**src/rtl/otter_pkg.sv**
```systemverilog
// Shared types for the OTTER pipeline control slice: opcodes, forwarding
// selects, sequencer states and the pipeline-register control bundle.
package otter_pkg;

  typedef enum logic [6:0] {
    OP_LUI    = 7'b0110111,
    OP_AUIPC  = 7'b0010111,
    OP_JAL    = 7'b1101111,
    OP_JALR   = 7'b1100111,
    OP_BRANCH = 7'b1100011,
    OP_LOAD   = 7'b0000011,
    OP_STORE  = 7'b0100011,
    OP_IMM    = 7'b0010011,
    OP_REG    = 7'b0110011,
    OP_SYS    = 7'b1110011
  } opcode_t;

  typedef enum logic [1:0] {
    FWD_RF  = 2'd0,
    FWD_MEM = 2'd1,
    FWD_WB  = 2'd2
  } fwd_sel_t;

  typedef enum logic [1:0] {
    RUN   = 2'd0,
    DRAIN = 2'd1,
    TRAP  = 2'd2
  } ctrl_state_t;

  typedef struct packed {
    logic pc_write;
    logic if_de_write;
    logic de_ex_write;
    logic ex_mem_write;
    logic if_de_flush;
    logic de_ex_flush;
  } pipe_ctl_t;

  localparam pipe_ctl_t CTL_RESET  = '{pc_write: 1'b0, if_de_write: 1'b0, de_ex_write: 1'b0,
                                       ex_mem_write: 1'b0, if_de_flush: 1'b1, de_ex_flush: 1'b1};
  localparam pipe_ctl_t CTL_RUN    = '{pc_write: 1'b1, if_de_write: 1'b1, de_ex_write: 1'b1,
                                       ex_mem_write: 1'b1, if_de_flush: 1'b0, de_ex_flush: 1'b0};
  localparam pipe_ctl_t CTL_FREEZE = '{pc_write: 1'b0, if_de_write: 1'b0, de_ex_write: 1'b0,
                                       ex_mem_write: 1'b0, if_de_flush: 1'b0, de_ex_flush: 1'b0};
  localparam pipe_ctl_t CTL_REDIR  = '{pc_write: 1'b1, if_de_write: 1'b1, de_ex_write: 1'b1,
                                       ex_mem_write: 1'b1, if_de_flush: 1'b1, de_ex_flush: 1'b1};
  // Load-use bubble: hold PC and IF/DE, inject a bubble into DE/EX, let the load advance.
  localparam pipe_ctl_t CTL_LDUSE  = '{pc_write: 1'b0, if_de_write: 1'b0, de_ex_write: 1'b1,
                                       ex_mem_write: 1'b1, if_de_flush: 1'b0, de_ex_flush: 1'b1};
  localparam pipe_ctl_t CTL_DRAIN  = '{pc_write: 1'b0, if_de_write: 1'b1, de_ex_write: 1'b1,
                                       ex_mem_write: 1'b1, if_de_flush: 1'b1, de_ex_flush: 1'b1};
  localparam pipe_ctl_t CTL_TRAP   = '{pc_write: 1'b1, if_de_write: 1'b1, de_ex_write: 1'b1,
                                       ex_mem_write: 1'b1, if_de_flush: 1'b1, de_ex_flush: 1'b1};

  // MEM result is younger than WB, so it wins; x0 is hard-wired and never forwarded.
  function automatic fwd_sel_t fwd_pick(input logic [4:0] rs,
                                        input logic [4:0] mem_rd, input logic mem_we,
                                        input logic [4:0] wb_rd,  input logic wb_we);
    fwd_sel_t sel;
    sel = FWD_RF;
    if (mem_we && (mem_rd != 5'd0) && (mem_rd == rs)) begin
      sel = FWD_MEM;
    end else if (wb_we && (wb_rd != 5'd0) && (wb_rd == rs)) begin
      sel = FWD_WB;
    end
    return sel;
  endfunction

endpackage

```
**src/rtl/otter_pipe_ctrl_fwd.sv**
```systemverilog
// EX-stage operand forwarding select logic (purely combinational).
module otter_fwd_unit
  import otter_pkg::*;
(
  input  logic [4:0] ex_rs1_i,
  input  logic [4:0] ex_rs2_i,
  input  logic [4:0] mem_rd_i,
  input  logic       mem_we_i,
  input  logic [4:0] wb_rd_i,
  input  logic       wb_we_i,
  output logic [1:0] fwd_a_o,
  output logic [1:0] fwd_b_o
);

  always_comb begin
    fwd_a_o = fwd_pick(ex_rs1_i, mem_rd_i, mem_we_i, wb_rd_i, wb_we_i);
    fwd_b_o = fwd_pick(ex_rs2_i, mem_rd_i, mem_we_i, wb_rd_i, wb_we_i);
  end

endmodule

```
**src/rtl/otter_pipe_ctrl.sv**
```systemverilog
// Pipeline sequencing controller for the 5-stage OTTER: hazard priority,
// pipeline-register enables/flushes, forwarding and interrupt entry.
module otter_pipe_ctrl
  import otter_pkg::*;
#(
  parameter int unsigned DRAIN_CYCLES = 3
) (
  input  logic        CLK,
  input  logic        RESET,
  input  logic [4:0]  de_rs1_addr,
  input  logic        de_rs1_used,
  input  logic [4:0]  de_rs2_addr,
  input  logic        de_rs2_used,
  input  logic        de_valid,
  input  logic [31:0] de_pc,
  input  logic [31:0] if_pc,
  input  logic [4:0]  ex_rd_addr,
  input  logic        ex_reg_write,
  input  logic        ex_mem_read,
  input  logic        ex_redirect,
  input  logic [31:0] ex_target,
  input  logic [4:0]  mem_rd_addr,
  input  logic        mem_reg_write,
  input  logic [4:0]  wb_rd_addr,
  input  logic        wb_reg_write,
  input  logic        mem_stall,
  input  logic        INTR,
  input  logic        int_en,
  output logic        pc_write,
  output logic        if_de_write,
  output logic        de_ex_write,
  output logic        ex_mem_write,
  output logic        if_de_flush,
  output logic        de_ex_flush,
  output logic [1:0]  fwd_a_sel,
  output logic [1:0]  fwd_b_sel,
  output logic        int_taken,
  output logic [31:0] epc,
  output logic [31:0] stall_cycles
);

  ctrl_state_t state_q, state_d;
  logic [2:0]  drain_cnt_q, drain_cnt_d;
  logic [31:0] epc_q, epc_d;
  logic [31:0] stall_q, stall_d;
  logic [4:0]  ex_rs1_q, ex_rs1_d;
  logic [4:0]  ex_rs2_q, ex_rs2_d;
  pipe_ctl_t   ctl;
  logic        load_use;
  logic        int_req;
  logic [1:0]  fwd_a_raw, fwd_b_raw;

  assign load_use = ex_mem_read && ex_reg_write && (ex_rd_addr != 5'd0) &&
                    ((de_rs1_used && (de_rs1_addr == ex_rd_addr)) ||
                     (de_rs2_used && (de_rs2_addr == ex_rd_addr)));

  assign int_req = INTR && int_en && !mem_stall && !ex_redirect;

  always_ff @(posedge CLK) begin
    if (RESET) begin
      state_q     <= RUN;
      drain_cnt_q <= '0;
      epc_q       <= '0;
      stall_q     <= '0;
      ex_rs1_q    <= '0;
      ex_rs2_q    <= '0;
    end else begin
      state_q     <= state_d;
      drain_cnt_q <= drain_cnt_d;
      epc_q       <= epc_d;
      stall_q     <= stall_d;
      ex_rs1_q    <= ex_rs1_d;
      ex_rs2_q    <= ex_rs2_d;
    end
  end

  always_comb begin
    state_d     = state_q;
    drain_cnt_d = drain_cnt_q;
    epc_d       = epc_q;
    case (state_q)
      RUN: begin
        if (int_req) begin
          state_d     = DRAIN;
          drain_cnt_d = 3'(DRAIN_CYCLES);
          epc_d       = de_valid ? de_pc : if_pc;
        end
      end
      DRAIN: begin
        // An older control transfer resolving in the drain window owns the return point.
        if (ex_redirect) begin
          epc_d = ex_target;
        end
        if (!mem_stall) begin
          drain_cnt_d = drain_cnt_q - 3'd1;
          if (drain_cnt_q <= 3'd1) begin
            state_d = TRAP;
          end
        end
      end
      TRAP:    state_d = RUN;
      default: state_d = RUN;
    endcase
  end

  always_comb begin
    ctl       = CTL_RUN;
    int_taken = 1'b0;
    if (RESET) begin
      ctl = CTL_RESET;
    end else begin
      case (state_q)
        RUN: begin
          if (mem_stall) begin
            ctl = CTL_FREEZE;
          end else if (ex_redirect) begin
            ctl = CTL_REDIR;
          end else if (load_use) begin
            ctl = CTL_LDUSE;
          end else begin
            ctl = CTL_RUN;
          end
        end
        DRAIN: ctl = mem_stall ? CTL_FREEZE : CTL_DRAIN;
        TRAP: begin
          ctl       = CTL_TRAP;
          int_taken = 1'b1;
        end
        default: ctl = CTL_RESET;
      endcase
    end
  end

  // DE/EX copy of the source registers; a bubble or unused operand reads as x0.
  always_comb begin
    ex_rs1_d = ex_rs1_q;
    ex_rs2_d = ex_rs2_q;
    if (ctl.de_ex_flush) begin
      ex_rs1_d = '0;
      ex_rs2_d = '0;
    end else if (ctl.de_ex_write) begin
      ex_rs1_d = de_rs1_used ? de_rs1_addr : 5'd0;
      ex_rs2_d = de_rs2_used ? de_rs2_addr : 5'd0;
    end
  end

  always_comb begin
    stall_d = ctl.pc_write ? stall_q : stall_q + 32'd1;
  end

  otter_fwd_unit u_fwd (
    .ex_rs1_i (ex_rs1_q),
    .ex_rs2_i (ex_rs2_q),
    .mem_rd_i (mem_rd_addr),
    .mem_we_i (mem_reg_write),
    .wb_rd_i  (wb_rd_addr),
    .wb_we_i  (wb_reg_write),
    .fwd_a_o  (fwd_a_raw),
    .fwd_b_o  (fwd_b_raw)
  );

  assign fwd_a_sel    = RESET ? 2'd0 : fwd_a_raw;
  assign fwd_b_sel    = RESET ? 2'd0 : fwd_b_raw;
  assign pc_write     = ctl.pc_write;
  assign if_de_write  = ctl.if_de_write;
  assign de_ex_write  = ctl.de_ex_write;
  assign ex_mem_write = ctl.ex_mem_write;
  assign if_de_flush  = ctl.if_de_flush;
  assign de_ex_flush  = ctl.de_ex_flush;
  assign epc          = epc_q;
  assign stall_cycles = stall_q;

endmodule

```
**config.mk**
```make
export PLATFORM = sky130hd
export DESIGN_NAME = otter_pipe_ctrl
export DESIGN_NICKNAME = d
export VERILOG_FILES = /design/src/rtl/otter_pkg.sv /design/src/rtl/otter_pipe_ctrl_fwd.sv /design/src/rtl/otter_pipe_ctrl.sv
export SDC_FILE = /design/constraint.sdc
export NUM_CORES = 1
export LEC_CHECK = 0
export CAP_MARGIN = 20
export CORE_MARGIN = 2
export CORE_UTILIZATION = 45
export DETAILED_ROUTE_END_ITERATION = 10
export PLACE_DENSITY = 0.87
export SLEW_MARGIN = 20
export SYNTH_ARGS = -nofsm -noshare
export SYNTH_HDL_FRONTEND = slang
export SYNTH_SLANG_ARGS = --single-unit
```
**constraint.sdc**
```tcl
create_clock -name CLK -period 7.45 [get_ports CLK]
set_input_delay 2.235 -clock CLK [delete_from_list [all_inputs] [get_ports CLK]]
set_output_delay 2.235 -clock CLK [all_outputs]
set_load 0.01 [all_outputs]
```
==> impl_metrics.env <==
# physical design summary
export IMPL_number_of_instances_in_the_synthesized_netlist=548
export IMPL_mappedNetlistNets=684
export IMPL_maxCapViolations=0
export IMPL_cts_hold_buffers_added=0
export IMPL_number_of_antenna_violations_at_the_first_check_in_global_routing=0
export IMPL_worstPathMaxFanout=4
export IMPL_enable_flop_cells=0
export IMPL_routability_driven_placement_congestion_ratio=0.867
export IMPL_critical_path_reg2reg_startpoint="stall_cycles[9]"
export IMPL_drc=0
export IMPL_worst_hold_path_type="flop to flop"
export IMPL_start_kind="input pin"
export IMPL_met2RoutedLength_mm=6.80
export IMPL_synth_lib_cells_used_distinct=44
export IMPL_layout_top_cell_excl_fill_tap="sky130_fd_sc_hd__clkdlybuf4s50_1"
export IMPL_transition_at_the_pin_with_the_smallest_max_transition_slack_ns=0.979
export IMPL_grt_start_max_net_pins=66
export IMPL_power_density_nw_per_um2=140
export IMPL_whs_path_depth=1
export IMPL_detailroute_wirelength_met3_mm=1.20
export IMPL_crit_path_cell_trace="clkdlybuf4s50_1, or4_1, o21ai_0, nor3_1, nor4_1, clkdlybuf4s50_1"
export IMPL_grt_first_pass_wirelength_mm=22.2
export IMPL_commonest_register_cell_after_synthesis="sky130_fd_sc_hd__dfxtp_1"
export IMPL_hold_path_end="state_q[1]"
export IMPL_cts_max_level=3
export IMPL_worst_ep_required_time_ns=5.22
export IMPL_use_met1_pct=29.8
export IMPL_hold_path_startpoint="drain_cnt_q[2]"
export IMPL_timing_hold_violations_final=0
export IMPL_dr_max_layer_used="met4"
export IMPL_ys_ff=79
export IMPL_yosys_stat_chipArea_um2=4390
export IMPL_critPathCaptureType="output port"
export IMPL_detail_route_antenna_nets=0
export IMPL_syn_cell_area_um2=4390
export IMPL_num_vias=4815
export IMPL_mi_logic_area_um2=2600
export IMPL_final_max_slew_viol_count=0
export IMPL_worst_setup_hold_path_clk_slew_ns=0.08
export IMPL_initial_cell_density_of_the_core_pct=45.7
export IMPL_top_area_cell="sky130_fd_sc_hd__dfxtp_1"
export IMPL_portion_of_synthesized_cell_area_occupied_by_the_leading_cell_type_pct=36.1
export IMPL_io_buffer_count=208
export IMPL_setup_total_negative_slack_ns=0
export IMPL_max_slew_margin_rel_pct=34.7
export IMPL_crit_arrival_ns=4.60
export IMPL_clockRootBuffer="sky130_fd_sc_hd__clkbuf_8"
export IMPL_first_global_vias=4748
export IMPL_synthArstFlopShare_pct=0
export IMPL_synthesis_area_per_instance_um2=8.00
export IMPL_ff_to_ff_path_depth=6
export IMPL_cts_setup_buffers=0
export IMPL_cpLargestDelayFamily="buffers and inverters"
export IMPL_floorplan_die_area_um2=10600
export IMPL_global_route_overflow_total=0
export IMPL_layout_cell_share_with_drive_strength_beyond_1_pct=4.35
export IMPL_ys_top_cells_by_count="sky130_fd_sc_hd__dfxtp_1 (79), sky130_fd_sc_hd__a21oi_1 (75), sky130_fd_sc_hd__nor2_1 (75)"
export IMPL_total_wire_length_mm=13.8
export IMPL_worst_setup_path_type="input pin to output port"
export IMPL_post_drt_wl_per_cell_um=15.9
export IMPL_timing_critical_path_slowest_stage_cell="sky130_fd_sc_hd__clkdlybuf4s50_1"
export IMPL_setup_viol=0
export IMPL_min_period_ns=6.84
export IMPL_post_dp_hpwl_mm=10.5
export IMPL_synth_most_common_cell="sky130_fd_sc_hd__dfxtp_1"
export IMPL_p_total_uw=932
export IMPL_cts_max_path_buffers=2
export IMPL_crit_top_cell="sky130_fd_sc_hd__clkdlybuf4s50_1"
export IMPL_fin_crit_sh_pct=91.8
export IMPL_avgViaCountPerCell=5.55
export IMPL_m1WireLength_mm=5.36
export IMPL_worstReg2RegEnd="stall_cycles[26]"
export IMPL_synth_seq_share_pct=36.1
export IMPL_crit_path_max_incr_delay_ns=0.59
export IMPL_clock_latency_ns=0.35
export IMPL_warnings=26
export IMPL_postCtsResizedCells=0
export IMPL_r2r_slack_ns=5.13
export IMPL_cts_buffers=9
export IMPL_fillers=775
export IMPL_mostFrequentLayoutCells="sky130_fd_sc_hd__clkdlybuf4s50_1 (206), sky130_fd_sc_hd__dfxtp_1 (79), sky130_fd_sc_hd__nor2_1 (75), sky130_fd_sc_hd__a21oi_1 (74), sky130_fd_sc_hd__a211oi_1 (34)"
export IMPL_yosys_stat_cells=548
export IMPL_placeableCoreArea_um2=9590
export IMPL_run_status="complete, no violations"
export IMPL_top_level_ports=209
export IMPL_drt_first_iter_violations=155
export IMPL_numClockSinks=79
export IMPL_achievable_frequency_mhz=146
export IMPL_power_leakage_uw=0.00236
[metrics by stage]
stage | instance area [um2] | instances | setup WS, ns | hold WS (ns) | util, %
floorplan | 4390 | 548 | 1.50 | 0.438 | -
global placement | 6480 | 852 | 0.700 | 0.450 | 67.5
detailed placement | 6480 | 852 | 0.625 | 0.462 | 67.5
CTS | 6670 | 868 | 0.630 | 0.478 | 69.5
global route | 6670 | 868 | 0.433 | 0.518 | 69.5
finish | 6670 | 868 | 0.610 | 0.476 | 69.5
[report_power, final]
group	switching, uW	internal (uW)	total, uW
logic	73.6	107	180
registers	7.62	431	439
clock network	181	132	313
total	262	669	932
[worst max path at each step]
stage | start | end | cells after the start
final | mem_rd_addr[1] | fwd_b_sel[1] | 6
after global placement | mem_rd_addr[1] | fwd_b_sel[1] | 6
after global routing | mem_rd_addr[1] | fwd_b_sel[1] | 6
after detailed placement | mem_rd_addr[1] | fwd_b_sel[1] | 6
after CTS | mem_rd_addr[1] | fwd_b_sel[1] | 6
after floorplan | ex_rd_addr[0] | pc_write | 7
[cell families (layout without fill, tap and decap cells)]
kind of cell	Yosys count	in the layout	synth area share, %
flops	79	79	36.1
fa+ha+maj	2	2	0.570
xor+xnor	32	32	6.39
mux	33	33	7.53
compound gates	149	149	20.2
buf+inv	47	234	4.91
simple gates	206	206	24.4
[sequential cells by signal (all words and copies together) (netlist names)]
name / flops
drain_cnt_q: 3
epc: 32
ex_rs1_q: 5
ex_rs2_q: 5
stall_cycles: 32
state_q: 2
[cell type report]
class / count / area share (%)
inverters: 6 / 0.338
repair buffers: 212 / 31.5
multi-input cells: 422 / 39.1
clock buffers: 9 / 1.86
clock inverters: 7 / 1.01
well taps: 133 / 2.50
flip-flops and latches: 79 / 23.7
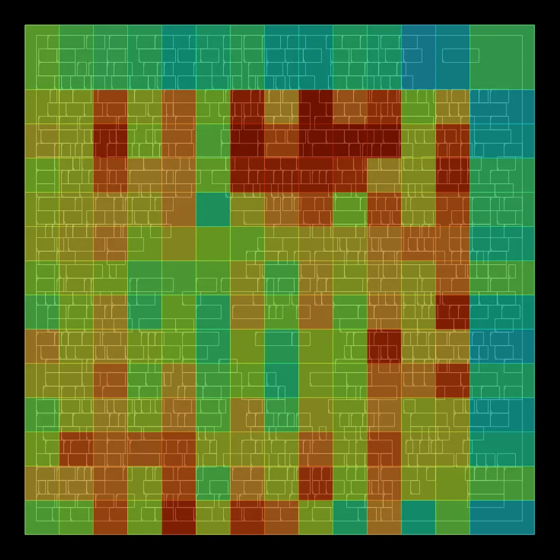
Fig. 1. Routing congestion.
global router's overall resource usage: 26.3%
met2 track utilization from global routing: 45.0%
most heavily used metal layer in global routing: met2
met3 Track Usage GR: 8.81%

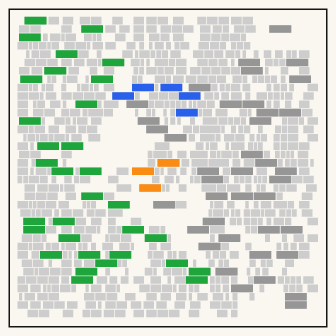
Fig. 2. Register map, names as in the netlist.
green -> epc  # placed flops 32
blue -> ex_rs2_q  # placed flops 5, where top centre
orange -> drain_cnt_q  # placed flops 3
final core utilization: 69.5%
fraction of standard cell area that is sequential: 23.7%
combined flip-flop and latch cell area: 1580 um2
power consumed by sequential cells: 439 uW

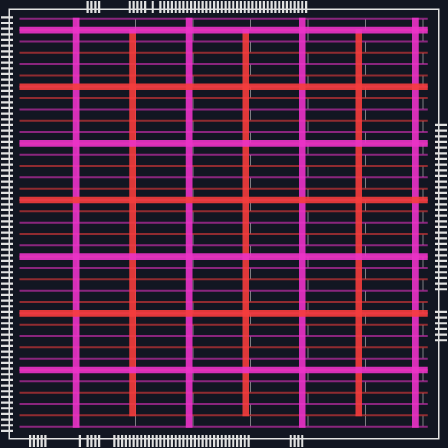
Fig. 3. Supply network.
Pins as bars on the die edge. Tap cells in grey.
magenta -> VSS
red -> VDD
met1 rails = 37
rows = 36
signal pins = 209
tap cells = 133
peak ir drop on the vdd network: 90.9 uV
vertical die dimension: 103 um
Die X-Extent: 103 um

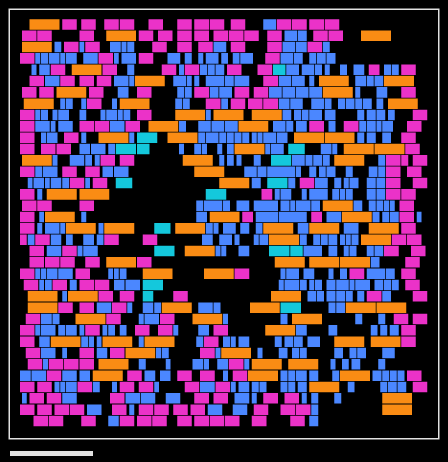
Fig. 4. Cells coloured by class.
Bar = 20 um.
orange -> sequential cells  # cells 79, share of their area 24%
magenta -> remaining buffers and delay cells  # cells 212, share of their area 32%
cyan -> clock drivers and dummy loads  # cells 16, share of their area 2.9%
blue -> remaining logic cells  # cells 428, share of their area 40%

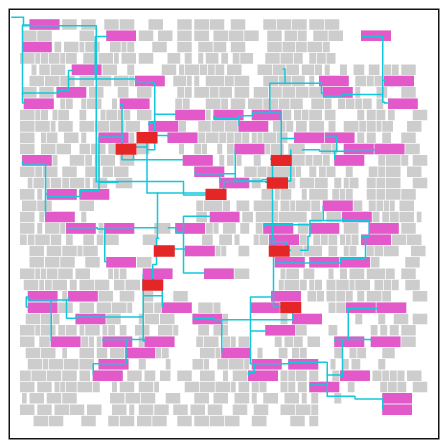
Fig. 5. Clock network drawn from the DEF.
red -> clock-net drivers  # count 9
cyan -> clock wires  # length 966 um
magenta -> flip-flops  # count 79
routed clock nets = 10
flops lie = all over the die

Power and IR drop assume default switching activity.
